==> config.mk <==
export PLATFORM = sky130hd
export DESIGN_NAME = ibex_csr_access_sched
export DESIGN_NICKNAME = d
export VERILOG_FILES = /design/src/rtl/ibex_csr_access_sched.sv
export SDC_FILE = /design/constraint.sdc
export NUM_CORES = 1
export LEC_CHECK = 0
export ABC_AREA = 1
export CAP_MARGIN = 25
export CORE_ASPECT_RATIO = 0.8
export CORE_UTILIZATION = 30
export DETAILED_ROUTE_END_ITERATION = 8
export PLACE_DENSITY = 0.71
export SLEW_MARGIN = 0
export SYNTH_ARGS = -nofsm -noshare
export SYNTH_HDL_FRONTEND = slang
export SYNTH_SLANG_ARGS = --single-unit
==> constraint.sdc <==
create_clock -name clk_i -period 1.95 [get_ports clk_i]
set_input_delay 0.195 -clock clk_i [delete_from_list [all_inputs] [get_ports clk_i]]
set_output_delay 0.195 -clock clk_i [all_outputs]
set_load 0.005 [all_outputs]
**Run 1: selected gate families**

Drawn at 3 px/um.
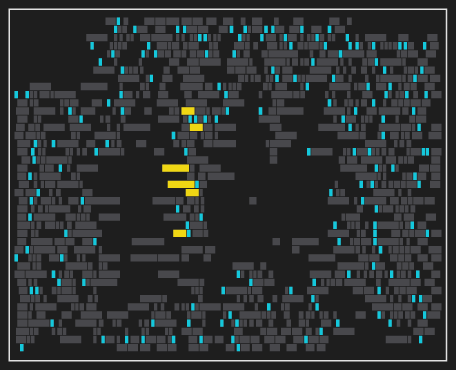
yellow -> fa/ha/maj cells  # cells 6, where middle
cyan -> inv cells  # cells 164, where spread over the die
most instantiated logic cell after routing: nand2_1
final std cells w/o fill: 1220
Comb/total area: 28.3%

**Run 1: metal 3**

Drawn at 2 px/um.
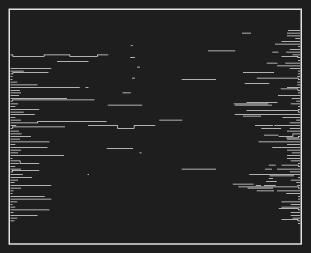
share of all routed wire = 9.2%
longest straight run = 40.9 um
wire length on this layer = 1470 um
DR vias: 5438
DRT Wirelength: 16.1 mm
met3 Use GR: 5.82%

**Run 1: sizing map**

Drawn at 3 px/um.
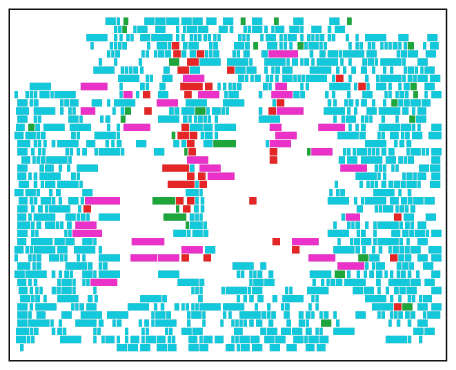
cyan -> x1 and smaller  # cells 905, most used nand2_1
green -> x2  # cells 29, most used nand2_2
red -> x3 and x4  # cells 39, most used buf_4
magenta -> x6 and larger  # cells 32, most used buf_12
bufs w/o clock: 265
synth-to-layout area growth: 59.4%
post-route setup slack: 0.0150 ns
post-layout instance area: 7850 sq um

==> impl_metrics.py, run 1 <==
# Generated from Yosys and OpenROAD reports
metrics = {
    "run_status": {
        "outcome": "completed",
    },
    "die": {
        "taps": 215,
        "ioPinCount": 216,
        "die_area_sq_um": 16900,
        "std_cell_rows": 41,
        "core_sq_um": 15900,
        "initCoreUtil_pct": 31.0,
    },
    "drt": {
        "wire_per_inst_um": 13.2,
        "dr.pass1.iters": 5,
        "met3_length_mm": 1.47,
        "wl_met2_mm": 7.19,
        "routed.top_layer": "met4",
        "via_per_inst": 4.46,
    },
    "worst_setup_path": {
        "crit_path_top_delay_cell": "dfxtp_2",
        "path_class": "reg2out",
        "r2r_slack_ns": 0.15,
        "cp_num_buf_inv": 6,
        "cp_max_fo": 6,
        "worst_r2r_path_depth": 11,
        "worst_setup_path_end_kind": "output pin",
        "critPathTopFamily": "buffers and inverters",
        "cp-start-kind": "register",
        "slowest_delay_ns": 0.33,
        "worstPathCellList": "inv_2 -> ha_4 -> buf_4 -> buf_12 -> buf_4 -> nand2_1 -> inv_1 -> dlygate4sd2_1",
        "cp_common_cell": "buf_4",
        "cp.arrival_ns": 1.74,
    },
    "layout": {
        "drive_above_1_share_pct": 9.95,
        "logic_area_sq_um": 2220,
        "finalNetCount": 1136,
        "n_clock_buffer": 12,
        "num_antenna_cells": 0,
        "post-route-util_pct": 49.4,
        "clockNetworkAreaShare_pct": 3.95,
        "fillers": 1619,
        "flop_area_sq_um": 1730,
        "area_share_nonclk_buffers_pct": 34.5,
        "lay_top_cells": "nand2_1, inv_1, clkdlybuf4s50_1",
        "numSequentialCells": 86,
        "sh_seq_area_pct": 22.0,
        "largest_class": "buffers",
    },
    "clocking": {
        "post_cts_resized": 90,
        "postCtsSetupBuffers": 13,
        "cts_sinks": 86,
        "clk_pin_slew_ns": 0.06,
        "htree_levels": 3,
        "cts_buffer_depth": 2,
        "cts_buffers": 9,
        "clk_latency_ns": 0.34,
        "cts_tree": "done",
    },
    "sta": {
        "fmaxAchievable_mhz": 517,
        "tns_ns": 0,
        "fin_skew_ns": 0.00783,
        "worstMarginPinSlew_ns": 0.421,
        "min_period_over_period_pct": 99.2,
        "finalHoldViolCount": 0,
        "finalSetupViolations": 0,
        "drv_slew": 0,
        "rsz0062_at_grt": "true",
    },
    "global_route": {
        "antenna_found_initial": 0,
        "grt_max_degree": 54,
        "overflow": 0,
        "grt_pass1_vias": 5115,
        "grt_usage_pct": 18.8,
    },
    "synthesis": {
        "yosysSeqAreaShare_pct": 34.9,
        "yosys-stat-cells": 777,
        "syn_area_per_cell_sq_um": 6.34,
        "numSynthFlops": 86,
        "yosysChipArea_sq_um": 4930,
        "synthCells": 777,
        "syn-cell-area_sq_um": 4930,
    },
    "power": {
        "internal_power_uw": 5350,
        "powerDensity_nw_per_um2": 1060,
        "p_total_uw": 8330,
        "switching_share_pct": 35.9,
        "max-vdd-ir-drop_mv": 0.662,
        "clockPowerShare_pct": 21.7,
    },
    "worst_hold_path": {
        "whs_path_depth": 3,
        "hold_path_class": "in2reg",
    },
    "place": {
        "placed_cell_area_sq_um": 7190,
        "place.gp.congestion": 0.848,
        "port_buffers": 215,
        "pre_cts_ws_ns": 0.0813,
    },
    "flow_run": {
        "tool_warnings": 32,
        "max_cap_viol_count": 0,
    },
}
## run 1: tightest hold or removal path: cells and delay by family
family / cells / cell delay [ns]
buffers and inverters: 1 / 0.19
AOI/OAI and AO/OA: 1 / 0.05
and+or+nand+nor: 1 / 0.11
## run 1: Yosys cell counts
library cell    count  area [sq um]
buf_1               4          15.0
nand3_2             5          50.1
inv_1             162           608
nand2_4             1          11.3
dlymetal6s2s_1      1          12.5
ha_1                6          75.1
dfxtp_1            86          1720
inv_2               2          7.51
nand4_1            46           288
clkbuf_8           11           151
o211ai_2            1          12.5
buf_2               8          40.0
o21ai_0            37           185
xor2_1              3          26.3
nor2_1             99           372
nand3_1            68           340
nor3_1              1          5.00
nor2_4              1          11.3
a21oi_1             3          15.0
clkbuf_1           14          52.6
buf_6              13           146
buf_4               2          15.0
nand2_1           202           758
o211ai_1            1          7.51
## run 1: cells by family after synthesis
kind of cell	after synthesis	share of synthesized area, %
XOR/XNOR	3	0.533
flip-flops	86	34.9
AND/OR/NAND/NOR	423	37.3
buffers and inverters	217	21.3
adder cells (fa/ha/maj)	6	1.52
AND-OR/OR-AND	42	4.47
## run 1: power by group through the flow
stage / clock (uW) / combinational (uW) / sequential [uW]
3_5_place_dp: 0 / 3080 / 2450
6_report: 1810 / 4090 / 2440
5_1_grt: 1950 / 4510 / 2490
2_1_floorplan: 0 / 1800 / 2400
3_3_place_gp: 0 / 3040 / 2450
4_1_cts: 1880 / 3740 / 2430
## run 1: routing by layer
| layer | up-vias | track usage (%) |
|---|---|---|
| met4 | 0 | 5.89 |
| li1 | 2796 | - |
| met2 | 199 | 31.2 |
| met5 | - | 0 |
| met3 | 13 | 5.82 |
| met1 | 2430 | 23.3 |
**Run 1: the metal 2 layer**

Drawn at 2 px/um. Cells faint in the background.
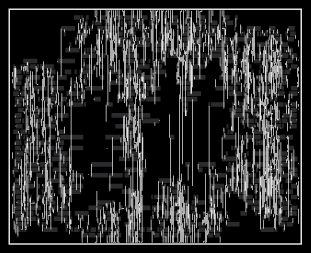

--- run 2 (diff from run 1) ---
- SKIP_CTS_REPAIR_TIMING: not set -> 1
**Run 2: the metal 2 layer**

Drawn at 2 px/um. Cells faint in the background.
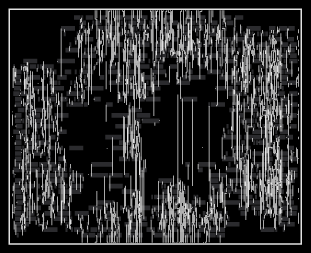
longest straight run = 51.5 um
main direction = vertical
wire length on this layer = 7280 um
share of all routed wire = 45%
nets with wire on the layer = 837
DRT Wirelength: 16.2 mm
DR vias: 5403
met2 Track Usage GR: 30.2%

**Run 2: metal 3**

Drawn at 2 px/um.
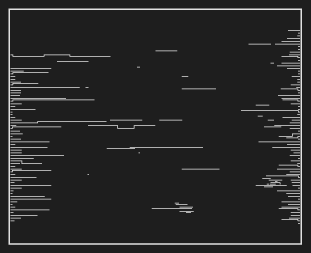
met3 Use GR: 5.74%

==> run 2 against run 1 <==
The flow now finishes with violations (setup timing). Power down 2.1%. Synthesized cell count unchanged. Design area up 0.51%. Core utilization up 0.25 points. Sequential share of layout area down 0.080 points. Non-clock buffer count down 12. Clock power about the same.
==> impl_metrics.py, run 2 <==
# Generated from Yosys and OpenROAD reports
metrics = {
    "run_status": {
        "outcome": "finished, violations left",
        "violations": "setup timing",
    },
    "synthesis": {
        "synthCells": 777,
        "synth_nets": 913,
        "synth_cell_types": 24,
        "numSynthFlops": 86,
        "syn_area_per_cell_sq_um": 6.34,
        "yosys-stat-cells": 777,
        "yosys_warnings": 0,
        "netlist.top_cell.by_instances": "nand2_1",
        "ys.flop_type": "dfxtp_1",
        "synth.area.top_cells": "dfxtp_1, nand2_1, inv_1",
        "yosysChipArea_sq_um": 4930,
        "syn-cell-area_sq_um": 4930,
        "yosys-top-cells-count": "nand2_1, inv_1, nor2_1",
        "async_flop_share_pct": 0,
        "synthDominantCellAreaShare_pct": 34.9,
        "yosysSeqAreaShare_pct": 34.9,
        "top_area_cell": "dfxtp_1",
        "synth-edff-count": 0,
    },
    "layout": {
        "lay_top_cells": "nand2_1, clkdlybuf4s50_1, inv_1",
        "postLayoutCellArea_sq_um": 7890,
        "lay_top_count": "nand2_1",
        "stdcell_count": 1208,
        "synthToLayoutAreaGrowth_pct": 60.2,
        "num_antenna_cells": 0,
        "finalNetCount": 1124,
        "fillers": 1596,
        "drive_above_1_share_pct": 8.66,
    },
    "clocking": {
        "cts_tree": "done",
        "clk_pin_slew_ns": 0.07,
        "cts_sinks": 86,
        "clk_latency_ns": 0.34,
        "htree_levels": 3,
        "clockRootBuffer": "clkbuf_16",
        "cts_buffers": 9,
        "cts_buffer_depth": 2,
    },
    "drt": {
        "drc_errors": 0,
        "via_per_inst": 4.47,
        "dr.pass1.iters": 5,
        "routed.top_layer": "met4",
        "met3_length_mm": 1.36,
        "wl_met2_mm": 7.28,
        "wl_met1_mm": 7.41,
        "initialDrtViolationCount": 219,
        "wire_per_inst_um": 13.4,
        "ant_nets": 0,
    },
    "sta": {
        "drv_slew": 0,
        "fmaxAchievable_mhz": 498,
        "finalHoldViolCount": 0,
        "fin_skew_ns": 0.00709,
        "period_needed_ns": 2.01,
        "worstMarginPinSlew_ns": 0.428,
        "finalSetupViolations": 8,
        "rsz0062_at_grt": "true",
        "relSlewSlack_pct": 71.5,
        "min_period_over_period_pct": 103,
        "setup_slack_ns": -0.0568,
    },
    "global_route": {
        "grt_max_degree": 54,
        "overflow": 0,
        "grt_pass1_wl_mm": 24.6,
        "antenna_found_initial": 0,
        "grt_usage_pct": 18.1,
        "grt_pass1_vias": 5039,
    },
    "worst_setup_path": {
        "worstPathCellList": "inv_4 -> ha_4 -> buf_6 -> clkbuf_16 -> buf_6 -> buf_6 -> nand2_1 -> inv_1 -> dlymetal6s2s_1",
        "worst_r2r_path_depth": 13,
        "r2r_slack_ns": 0.16,
        "cp.arrival_ns": 1.81,
        "required_ns": 1.75,
        "cp_common_cell": "buf_6",
        "worst_setup_path_end_kind": "output pin",
        "cp_max_fo": 6,
        "slowest_delay_ns": 0.38,
        "cp-start-kind": "register",
        "crit_path_top_delay_cell": "dfxtp_4",
        "path_class": "reg2out",
    },
    "power": {
        "max-vdd-ir-drop_mv": 0.659,
        "p_leak_uw": 0.00509,
        "powerDensity_nw_per_um2": 1030,
        "p_total_uw": 8160,
    },
    "die": {
        "std_cell_rows": 41,
        "fp.dieW_um": 145,
        "initCoreUtil_pct": 31.0,
        "die_area_sq_um": 16900,
        "core_sq_um": 15900,
        "ioPinCount": 216,
        "fp.dieH_um": 117,
    },
    "flow_run": {
        "tool_warnings": 31,
        "max_cap_viol_count": 0,
    },
    "place": {
        "dp.cells": 1176,
        "dp_hpwl_mm": 10.4,
        "placed_cell_area_sq_um": 7190,
        "place.gp.congestion": 0.848,
        "pre_cts_ws_ns": 0.0813,
        "port_buffers": 215,
    },
    "worst_hold_path": {
        "hold_path_class": "in2reg",
        "whs_path_depth": 3,
    },
}
**Run 2: congestion heat map**

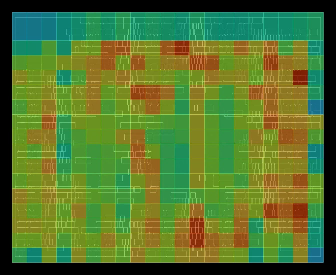
final cell utilization of the core: 49.6%
Most Crowded Layer GR: met2

-- run 2: final cells by class --
type | count | area [sq um] | area share [%]
Clock buffer | 12 | 256 | 3.25
Clock inverter | 4 | 53.8 | 0.682
Inverter | 164 | 618 | 7.83
Multi-Input combinational cell | 474 | 2210 | 28.0
Sequential cell | 86 | 1730 | 21.9
Tap cell | 215 | 269 | 3.41
Timing Repair Buffer | 253 | 2760 | 35.0
-- run 2: power by group --
group / internal, uW / switching, uW / total [uW] / leakage (uW)
clock network: 1070 / 737 / 1810 / 0.000145
logic: 1940 / 1960 / 3900 / 0.00424
registers: 2210 / 243 / 2450 / 0.000706
total: 5220 / 2940 / 8160 / 0.00509
-- run 2: kinds of logic after synthesis --
group / share of synthesized area, %
adders and majority gates: 1.52
xor gates and xnor gates: 0.533
DFF: 34.9
AOI/OAI and AO/OA: 4.47
and+or+nand+nor: 37.3
buffers and inverters: 21.3
-- run 2: metrics by stage --
stage | TNS, ns | hold WS (ns) | utilization (%)
6_report | -0.193 | 0.261 | 49.6
5_1_grt | -2.73 | 0.292 | 49.6
4_1_cts | -15.50 | 0.245 | 47.2
3_5_place_dp | 0 | 0.468 | 45.2
3_3_place_gp | 0 | 0.461 | 45.2
2_1_floorplan | 0 | 0.330 | -
-- run 2: worst max-delay path: cells and delay by family (launching register included) --
family                     cells  cell delay (ns)
adders and majority gates      1             0.30
DFF                            1             0.38
buffers and inverters          7             0.73
and+or+nand+nor                1             0.06
-- run 2: routing by layer --
metal / vias up / global-route usage, %
met5: - / 0
met4: 0 / 5.61
met3: 14 / 5.74
met2: 187 / 30.2
met1: 2433 / 22.5
li1: 2769 / -
Power is estimated from default activity; no workload was simulated.
